**src/rtl/apb_uart_if.sv**
```systemverilog
// APB slave-side bus bundle for apb_uart; the master modport drives requests, the slave answers.
interface apb_uart_if;
    logic [31:0] paddr;
    logic        pwrite;
    logic        psel;
    logic        penable;
    logic [31:0] pwdata;
    logic [31:0] prdata;
    logic        pready;
    logic        pslverr;

    modport master (
        output paddr, pwrite, psel, penable, pwdata,
        input  prdata, pready, pslverr
    );

    modport slave (
        input  paddr, pwrite, psel, penable, pwdata,
        output prdata, pready, pslverr
    );
endinterface

```
**src/rtl/apb_uart.sv**
```systemverilog
// Zero-wait APB UART: TX FIFO feeding an 8N1 transmitter, optional receiver with a one-byte
// holding register. Define APB_UART_RX_EN to build the receiver.
module apb_uart #(
    parameter int unsigned TX_FIFO_DEPTH = 4,
    parameter logic [15:0] DIV_RESET     = 16'd433
) (
    input  logic       clk,
    input  logic       reset,
    apb_uart_if.slave  io_apb,
    output logic       io_txd,
    input  logic       io_rxd,
    output logic       io_irq
);

    localparam int unsigned AW = $clog2(TX_FIFO_DEPTH);
`ifdef APB_UART_RX_EN
    localparam logic [3:0] CtrlMask = 4'b1111;
`else
    localparam logic [3:0] CtrlMask = 4'b1001;
`endif

    typedef enum logic [1:0] {TxIdle, TxStart, TxData, TxStop} tx_state_e;

    // Bus decode
    logic       access;
    logic [1:0] addr;
    logic       wr_data, wr_status, wr_ctrl, wr_div, rd_data;

    assign access    = io_apb.psel & io_apb.penable;
    assign addr      = io_apb.paddr[3:2];
    assign wr_data   = access & io_apb.pwrite & (addr == 2'd0);
    assign wr_status = access & io_apb.pwrite & (addr == 2'd1);
    assign wr_ctrl   = access & io_apb.pwrite & (addr == 2'd2);
    assign wr_div    = access & io_apb.pwrite & (addr == 2'd3);
    assign rd_data   = access & ~io_apb.pwrite & (addr == 2'd0);

    logic [3:0]  ctrl_q;
    logic [15:0] div_q;

    always_ff @(posedge clk or posedge reset) begin
        if (reset) begin
            ctrl_q <= 4'd0;
            div_q  <= DIV_RESET;
        end else begin
            if (wr_ctrl) ctrl_q <= io_apb.pwdata[3:0] & CtrlMask;
            if (wr_div)  div_q  <= io_apb.pwdata[15:0];
        end
    end

    logic tx_en, rx_en, rx_irq_en, tx_irq_en;
    assign tx_en     = ctrl_q[0];
    assign rx_en     = ctrl_q[1];
    assign rx_irq_en = ctrl_q[2];
    assign tx_irq_en = ctrl_q[3];

    // TX FIFO
    logic [7:0]  fifo_mem [TX_FIFO_DEPTH];
    logic [AW:0] wr_ptr_q, rd_ptr_q;
    logic        tx_full, tx_empty, tx_push, tx_pop;
    logic [7:0]  fifo_head;

    assign tx_full   = (wr_ptr_q[AW] != rd_ptr_q[AW]) && (wr_ptr_q[AW-1:0] == rd_ptr_q[AW-1:0]);
    assign tx_empty  = (wr_ptr_q == rd_ptr_q);
    assign tx_push   = wr_data & ~tx_full;
    assign fifo_head = fifo_mem[rd_ptr_q[AW-1:0]];

    always_ff @(posedge clk) begin
        if (tx_push) fifo_mem[wr_ptr_q[AW-1:0]] <= io_apb.pwdata[7:0];
    end

    always_ff @(posedge clk or posedge reset) begin
        if (reset) begin
            wr_ptr_q <= '0;
            rd_ptr_q <= '0;
        end else begin
            if (tx_push) wr_ptr_q <= wr_ptr_q + 1'b1;
            if (tx_pop)  rd_ptr_q <= rd_ptr_q + 1'b1;
        end
    end

    // TX FSM
    tx_state_e   tx_state_q, tx_state_d;
    logic [15:0] tx_cnt_q, tx_cnt_d;
    logic [2:0]  tx_bit_q, tx_bit_d;
    logic [7:0]  tx_shift_q, tx_shift_d;
    logic        tx_tick, tx_busy;

    assign tx_tick = (tx_cnt_q == 16'd0);

    always_ff @(posedge clk or posedge reset) begin
        if (reset) begin
            tx_state_q <= TxIdle;
            tx_cnt_q   <= 16'd0;
            tx_bit_q   <= 3'd0;
            tx_shift_q <= 8'd0;
        end else begin
            tx_state_q <= tx_state_d;
            tx_cnt_q   <= tx_cnt_d;
            tx_bit_q   <= tx_bit_d;
            tx_shift_q <= tx_shift_d;
        end
    end

    always_comb begin
        tx_state_d = tx_state_q;
        tx_cnt_d   = tx_cnt_q;
        tx_bit_d   = tx_bit_q;
        tx_shift_d = tx_shift_q;
        unique case (tx_state_q)
            TxIdle: begin
                if (tx_pop) begin
                    tx_state_d = TxStart;
                    tx_cnt_d   = div_q;
                    tx_shift_d = fifo_head;
                end
            end
            TxStart: begin
                if (tx_tick) begin
                    tx_state_d = TxData;
                    tx_cnt_d   = div_q;
                    tx_bit_d   = 3'd0;
                end else begin
                    tx_cnt_d = tx_cnt_q - 16'd1;
                end
            end
            TxData: begin
                if (tx_tick) begin
                    tx_cnt_d   = div_q;
                    tx_shift_d = {1'b0, tx_shift_q[7:1]};
                    tx_bit_d   = tx_bit_q + 3'd1;
                    if (tx_bit_q == 3'd7) tx_state_d = TxStop;
                end else begin
                    tx_cnt_d = tx_cnt_q - 16'd1;
                end
            end
            TxStop: begin
                if (tx_tick) begin
                    // Chain straight into the next start bit so frames run back to back
                    if (tx_pop) begin
                        tx_state_d = TxStart;
                        tx_cnt_d   = div_q;
                        tx_shift_d = fifo_head;
                    end else begin
                        tx_state_d = TxIdle;
                    end
                end else begin
                    tx_cnt_d = tx_cnt_q - 16'd1;
                end
            end
            default: tx_state_d = TxIdle;
        endcase
    end

    always_comb begin
        io_txd  = 1'b1;
        tx_busy = (tx_state_q != TxIdle);
        tx_pop  = 1'b0;
        unique case (tx_state_q)
            TxIdle:  tx_pop = tx_en & ~tx_empty;
            TxStart: io_txd = 1'b0;
            TxData:  io_txd = tx_shift_q[0];
            TxStop:  tx_pop = tx_tick & tx_en & ~tx_empty;
            default: io_txd = 1'b1;
        endcase
    end

    // Receiver
    logic       rx_valid_q, rx_overrun_q, frame_err_q;
    logic [7:0] rx_byte_q;

`ifdef APB_UART_RX_EN
    typedef enum logic [1:0] {RxIdle, RxStart, RxData, RxStop} rx_state_e;

    logic        rx_meta_q, rx_sync_q, rx_prev_q;
    rx_state_e   rx_state_q, rx_state_d;
    logic [15:0] rx_cnt_q, rx_cnt_d;
    logic [2:0]  rx_bit_q, rx_bit_d;
    logic [7:0]  rx_shift_q, rx_shift_d;
    logic [16:0] rx_half;
    logic        rx_sample, rx_stop_ok, rx_stop_bad, rx_done_q;
    logic        unused_bits;

    assign rx_half   = ({1'b0, div_q} + 17'd1) >> 1;
    assign rx_sample = (rx_cnt_q == div_q);

    always_ff @(posedge clk or posedge reset) begin
        if (reset) begin
            rx_meta_q  <= 1'b1;
            rx_sync_q  <= 1'b1;
            rx_prev_q  <= 1'b1;
            rx_state_q <= RxIdle;
            rx_cnt_q   <= 16'd0;
            rx_bit_q   <= 3'd0;
            rx_shift_q <= 8'd0;
            rx_done_q  <= 1'b0;
        end else begin
            rx_meta_q  <= io_rxd;
            rx_sync_q  <= rx_meta_q;
            rx_prev_q  <= rx_sync_q;
            rx_state_q <= rx_state_d;
            rx_cnt_q   <= rx_cnt_d;
            rx_bit_q   <= rx_bit_d;
            rx_shift_q <= rx_shift_d;
            rx_done_q  <= rx_stop_ok;
        end
    end

    always_comb begin
        rx_state_d = rx_state_q;
        rx_cnt_d   = rx_cnt_q + 16'd1;
        rx_bit_d   = rx_bit_q;
        rx_shift_d = rx_shift_q;
        unique case (rx_state_q)
            RxIdle: begin
                rx_cnt_d = 16'd0;
                if (rx_en && rx_prev_q && !rx_sync_q) rx_state_d = RxStart;
            end
            RxStart: begin
                if (rx_cnt_q == rx_half[15:0]) begin
                    rx_cnt_d   = 16'd0;
                    rx_bit_d   = 3'd0;
                    rx_state_d = rx_sync_q ? RxIdle : RxData;
                end
            end
            RxData: begin
                if (rx_sample) begin
                    rx_cnt_d   = 16'd0;
                    rx_shift_d = {rx_sync_q, rx_shift_q[7:1]};
                    rx_bit_d   = rx_bit_q + 3'd1;
                    if (rx_bit_q == 3'd7) rx_state_d = RxStop;
                end
            end
            RxStop: begin
                if (rx_sample) rx_state_d = RxIdle;
            end
            default: rx_state_d = RxIdle;
        endcase
    end

    always_comb begin
        rx_stop_ok  = 1'b0;
        rx_stop_bad = 1'b0;
        if (rx_state_q == RxStop && rx_sample) begin
            rx_stop_ok  = rx_sync_q;
            rx_stop_bad = ~rx_sync_q;
        end
    end

    // A load coinciding with a DATA read replaces the byte being read instead of overrunning
    always_ff @(posedge clk or posedge reset) begin
        if (reset) begin
            rx_byte_q    <= 8'd0;
            rx_valid_q   <= 1'b0;
            rx_overrun_q <= 1'b0;
            frame_err_q  <= 1'b0;
        end else begin
            if (rx_done_q && (!rx_valid_q || rd_data)) begin
                rx_byte_q  <= rx_shift_q;
                rx_valid_q <= 1'b1;
            end else if (rd_data) begin
                rx_valid_q <= 1'b0;
            end
            if (rx_done_q && rx_valid_q && !rd_data) rx_overrun_q <= 1'b1;
            else if (wr_status && io_apb.pwdata[3])  rx_overrun_q <= 1'b0;
            if (rx_stop_bad)                         frame_err_q  <= 1'b1;
            else if (wr_status && io_apb.pwdata[5])  frame_err_q  <= 1'b0;
        end
    end

    assign unused_bits = ^{io_apb.paddr[31:4], io_apb.paddr[1:0], io_apb.pwdata[31:16],
                           rx_half[16]};
`else
    logic unused_bits;

    assign rx_byte_q    = 8'd0;
    assign rx_valid_q   = 1'b0;
    assign rx_overrun_q = 1'b0;
    assign frame_err_q  = 1'b0;
    assign unused_bits  = ^{io_apb.paddr[31:4], io_apb.paddr[1:0], io_apb.pwdata[31:16],
                            io_rxd, rx_en, wr_status, rd_data};
`endif

    // Bus responses
    logic [31:0] status;
    assign status = {26'd0, frame_err_q, tx_busy, rx_overrun_q, rx_valid_q, tx_empty, tx_full};

    always_comb begin
        io_apb.prdata = 32'd0;
        if (io_apb.psel && !io_apb.pwrite) begin
            unique case (addr)
                2'd0: io_apb.prdata = rx_valid_q ? {24'd0, rx_byte_q} : 32'd0;
                2'd1: io_apb.prdata = status;
                2'd2: io_apb.prdata = {28'd0, ctrl_q};
                2'd3: io_apb.prdata = {16'd0, div_q};
                default: io_apb.prdata = 32'd0;
            endcase
        end
    end

    assign io_apb.pready  = 1'b1;
    assign io_apb.pslverr = access & (addr == 2'd0) & (io_apb.pwrite ? tx_full : ~rx_valid_q);

    logic irq_q;
    always_ff @(posedge clk or posedge reset) begin
        if (reset) irq_q <= 1'b0;
        else       irq_q <= (rx_irq_en & rx_valid_q) | (tx_irq_en & tx_empty & ~tx_busy);
    end
    assign io_irq = irq_q;

endmodule

```
**src/flat_wrapper.sv**
```systemverilog
// flat-port wrapper written by rule: the top's interface ports become plain ports
module apb_uart_flat 
#(
    parameter int unsigned TX_FIFO_DEPTH = 4,
    parameter logic [15:0] DIV_RESET     = 16'd433
)
  (clk, reset, io_txd, io_rxd, io_irq, io_apb_paddr, io_apb_pwrite, io_apb_psel, io_apb_penable, io_apb_pwdata, io_apb_prdata, io_apb_pready, io_apb_pslverr);
  apb_uart_if io_apb_i ();
  input  logic clk;
  input  logic reset;
  output logic io_txd;
  input  logic io_rxd;
  output logic io_irq;
  input wire logic [$bits(io_apb_i.paddr)-1:0] io_apb_paddr;
  input wire logic [$bits(io_apb_i.pwrite)-1:0] io_apb_pwrite;
  input wire logic [$bits(io_apb_i.psel)-1:0] io_apb_psel;
  input wire logic [$bits(io_apb_i.penable)-1:0] io_apb_penable;
  input wire logic [$bits(io_apb_i.pwdata)-1:0] io_apb_pwdata;
  output wire logic [$bits(io_apb_i.prdata)-1:0] io_apb_prdata;
  output wire logic [$bits(io_apb_i.pready)-1:0] io_apb_pready;
  output wire logic [$bits(io_apb_i.pslverr)-1:0] io_apb_pslverr;
  assign io_apb_i.paddr = io_apb_paddr;
  assign io_apb_i.pwrite = io_apb_pwrite;
  assign io_apb_i.psel = io_apb_psel;
  assign io_apb_i.penable = io_apb_penable;
  assign io_apb_i.pwdata = io_apb_pwdata;
  assign io_apb_prdata = io_apb_i.prdata;
  assign io_apb_pready = io_apb_i.pready;
  assign io_apb_pslverr = io_apb_i.pslverr;
  apb_uart #(.TX_FIFO_DEPTH(TX_FIFO_DEPTH), .DIV_RESET(DIV_RESET)) u_core (.clk(clk), .reset(reset), .io_apb(io_apb_i), .io_txd(io_txd), .io_rxd(io_rxd), .io_irq(io_irq));
endmodule
```
**config.mk**
```make
export PLATFORM = sky130hd
export DESIGN_NAME = apb_uart_flat
export DESIGN_NICKNAME = d
export VERILOG_FILES = /design/src/rtl/apb_uart_if.sv /design/src/rtl/apb_uart.sv /design/src/flat_wrapper.sv
export SDC_FILE = /design/constraint.sdc
export NUM_CORES = 1
export LEC_CHECK = 0
export ABC_AREA = 1
export CAP_MARGIN = 25
export CORE_MARGIN = 3
export CORE_UTILIZATION = 40
export CTS_BUF_LIST = sky130_fd_sc_hd__clkbuf_2
export DETAILED_ROUTE_END_ITERATION = 12
export GPL_TIMING_DRIVEN = 0
export HOLD_SLACK_MARGIN = 0.12
export PLACE_DENSITY = 0.67
export REMOVE_ABC_BUFFERS = 1
export SKIP_LAST_GASP = 1
export SLEW_MARGIN = 5
export SYNTH_ARGS = -nofsm -noshare
export SYNTH_HDL_FRONTEND = slang
export SYNTH_SLANG_ARGS = --single-unit
```
**constraint.sdc**
```tcl
create_clock -name clk -period 1.9 [get_ports clk]
set_input_delay 0.19 -clock clk [delete_from_list [all_inputs] [get_ports clk]]
set_output_delay 0.19 -clock clk [all_outputs]
set_load 0.01 [all_outputs]
```
### Signal metal coverage by tile, run 1

(3 px per um) 23 x 23 tiles, from dark blue (low) to red (high), scaled to the fullest tile. Values are wire area over tile area, all layers added.
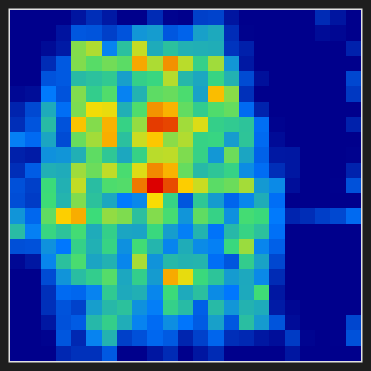
The fullest tile reaches 0.58. 17% of the tiles are over half the peak. The mean over all tiles is 0.15. The emptiest ninth of the die: upper right. The densest ninth of the die: centre. 28% of the tiles are nearly empty.
total routing usage reported by global routing: 18.8%
routed via count: 4340
DR WL/cell: 16.0 um
Final Routed Wirelength: 12.9 mm

### M3 wires, run 1

(4 px per um) Cells faint in the background.
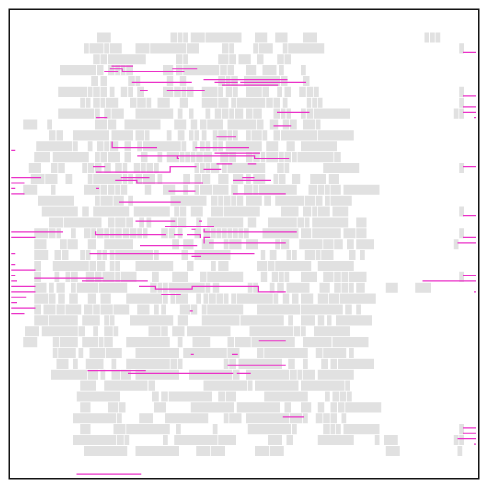
The layer holds 5.8% of the routed length. The longest straight run is 40.9 um. The layer carries 756 um of wire. 73 nets have wire on it.

==> run_results.csv, run 1 <==
group,metric,value,unit
logic_synthesis,yosys-top-cells-count,"sky130_fd_sc_hd__nand2_1 (116), sky130_fd_sc_hd__o21ai_0 (65), sky130_fd_sc_hd__nand3_1 (60)",
final_layout,drive_gt1_share,22.4,%
worst_setup_path,worst_path_max_delay_cell,"sky130_fd_sc_hd__dfrtp_4",
power,vdd_ir_drop_max,0.680,mV
worst_setup_path,worst-path-max-fanout,3,
final_layout,clock_tree_area_fraction,2.04,%
power,power_density,1550,mW/mm^2
power,power_leader,"combinational logic",
clock_network,cts_hold_repair.buffers,3,
route,met2RoutedLength,6.20,mm
logic_synthesis,ys_top_cells_by_area,"sky130_fd_sc_hd__dfrtp_1 (25%), sky130_fd_sc_hd__edfxtp_1 (19%), sky130_fd_sc_hd__nand2_1 (8.8%)",
min_path,hold_path_class,"in -> reg",
clock_network,ctsHtreeMaxLevel,3,
floorplanning,die_area,0.0137,mm^2
logic_synthesis,yosysUniqueCellTypes,41,
outcome,status,"finished, violations left",
worst_setup_path,r2r-start,"u_core.rd_ptr_q[0]",
clock_network,clock.latency.late_pin,0.59,ns
run,cap_viol_max_count,0,
final_layout,finalInstanceArea,0.00612,mm^2
worst_setup_path,cp_common_cell,"sky130_fd_sc_hd__nand2_2",
sta,timing.clock.skew,0.0248,ns
final_layout,bufAreaShareNonClock,13.6,%
floorplanning,number_of_i_o_pins,106,
worst_setup_path,critical_path_buf_inv_count,2,
worst_setup_path,setup.worst_path.start,"u_core.rd_ptr_q[0]",
sta,final-setup-viol-count,6,
power,fraction_of_power_spent_switching_nets,47.5,%
power,sequentialPower,0.00278,W
outcome,failed_checks,"negative setup slack",
route,wl_met3,755,um
clock_network,tritoncts_clock_tree,"done",
sta,worst_slack,-0.201,ns
power,p_switching,0.00452,W
sta,whs,0.143,ns
final_layout,fill_cells,1063,
final_layout,area_dominant_class,"combinational gates",
place,pre_cts_ws,-0.946,ns
power,share_of_power_burned_in_the_clock_network,10.9,%
logic_synthesis,ys_seq_share,47.0,%
power,p_comb,0.00570,W
### Met2 routing, run 1

(4 px per um) Cells faint in the background.
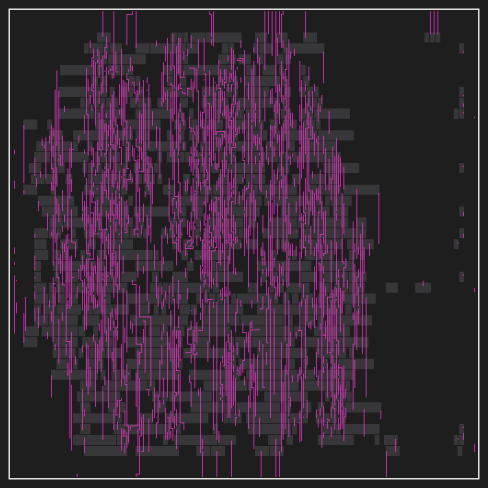
The wires run mostly vertical. The layer holds 48% of the routed length.
Global Route met2 Usage: 29.4%

### Track usage over the die, run 1

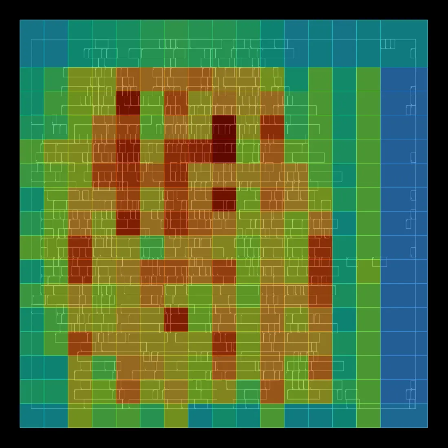
global route hottest layer: met2
met1 GRT Util: 26.8%
M3 GR Usage: 2.88%
fin util: 52.3%

==> run 1 -> run 2 <==
--- a/config.mk
+++ b/config.mk
@@ -6,10 +6,12 @@
 export NUM_CORES = 1
 export LEC_CHECK = 0
 export ABC_AREA = 1
+export ABC_CLOCK_PERIOD_IN_PS = 1900
 export CAP_MARGIN = 25
 export CORE_MARGIN = 3
 export CORE_UTILIZATION = 40
 export CTS_BUF_LIST = sky130_fd_sc_hd__clkbuf_2
+export CTS_CLUSTER_SIZE = 24
 export DETAILED_ROUTE_END_ITERATION = 12
 export GPL_TIMING_DRIVEN = 0
 export HOLD_SLACK_MARGIN = 0.12
### Pin map, run 2

(4 px per um) Pins as bars across the die edge, other pins in grey.
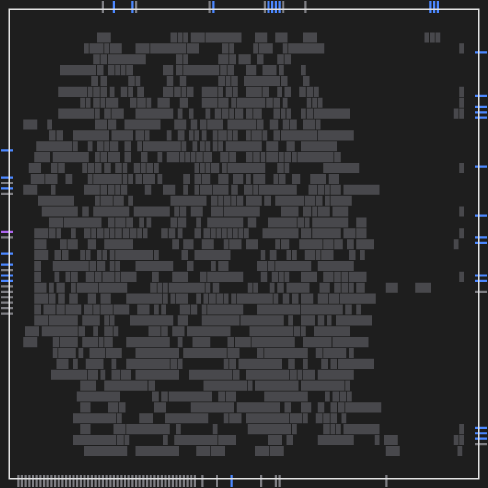
Key: purple = io_irq [pins 1, direction output, edge left]; blue = io_apb_prdata [pins 32, direction output, edge 14 right, 10 top, 7 left, 1 bottom]

### Signal metal coverage by tile, run 2

(3 px per um) 23 x 23 tiles, from dark blue (low) to red (high), scaled to the fullest tile. Values are wire area over tile area, all layers added.
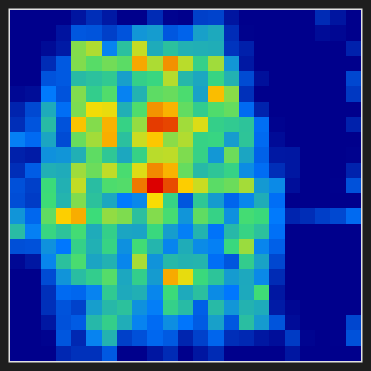
The mean over all tiles is 0.15. The emptiest ninth of the die: upper right. 28% of the tiles are nearly empty.

==> run 2 against run 1 <==
The run still ends with negative setup slack left. Non-clock buffer count is the same. Power did not move. Critical path depth is the same. Die size did not move. Critical path type unchanged. Critical endpoint unchanged.
==> run_results.csv, run 2 <==
group,metric,value,unit
worst_setup_path,setup.worst_path.start,"u_core.rd_ptr_q[0]",
logic_synthesis,ys_top_cells_by_area,"sky130_fd_sc_hd__dfrtp_1 (25%), sky130_fd_sc_hd__edfxtp_1 (19%), sky130_fd_sc_hd__nand2_1 (8.8%)",
min_path,hold_path_class,"in -> reg",
power,share_of_power_burned_in_the_clock_network,10.9,%
sta,whs,0.143,ns
global_routing,grt.met1_usage,26.8,%
clock_network,clock.latency.late_pin,0.59,ns
power,fraction_of_power_spent_switching_nets,47.5,%
sta,final-setup-viol-count,6,
global_routing,grt_util_met2,29.4,%
worst_setup_path,worst_path_max_delay_cell,"sky130_fd_sc_hd__dfrtp_4",
power,p_comb,0.00570,W
sta,worst_slack,-0.201,ns
worst_setup_path,worst-path-max-fanout,3,
power,p_switching,0.00452,W
route,routed_wirelength,12.9,mm
final_layout,bufAreaShareNonClock,13.6,%
outcome,failed_checks,"negative setup slack",
place,pre_cts_ws,-0.946,ns
global_routing,global_route.peak_usage_layer,"met2",
global_routing,grt_usage,18.8,%
logic_synthesis,yosys-top-cells-count,"sky130_fd_sc_hd__nand2_1 (116), sky130_fd_sc_hd__o21ai_0 (65), sky130_fd_sc_hd__nand3_1 (60)",
final_layout,finalInstanceArea,0.00612,mm^2
power,power_density,1550,mW/mm^2
final_layout,post-route-util,52.3,%
logic_synthesis,ys_seq_share,47.0,%
worst_setup_path,r2r-start,"u_core.rd_ptr_q[0]",
outcome,status,"finished, violations left",
### M3 wires, run 2

(4 px per um) Cells faint in the background.
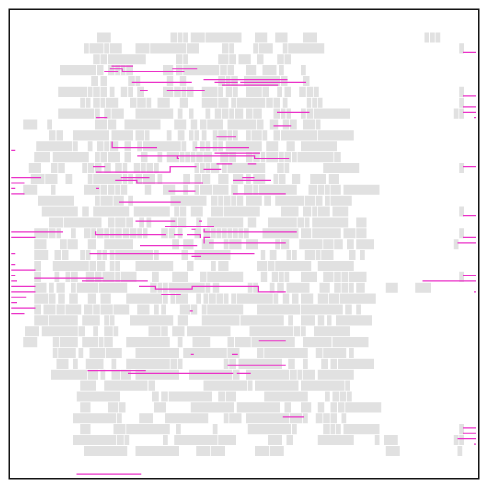
The layer holds 5.8% of the routed length. The layer carries 756 um of wire. 73 nets have wire on it. The wires run mostly horizontal. The longest straight run is 40.9 um.

Power and IR drop assume default switching activity.
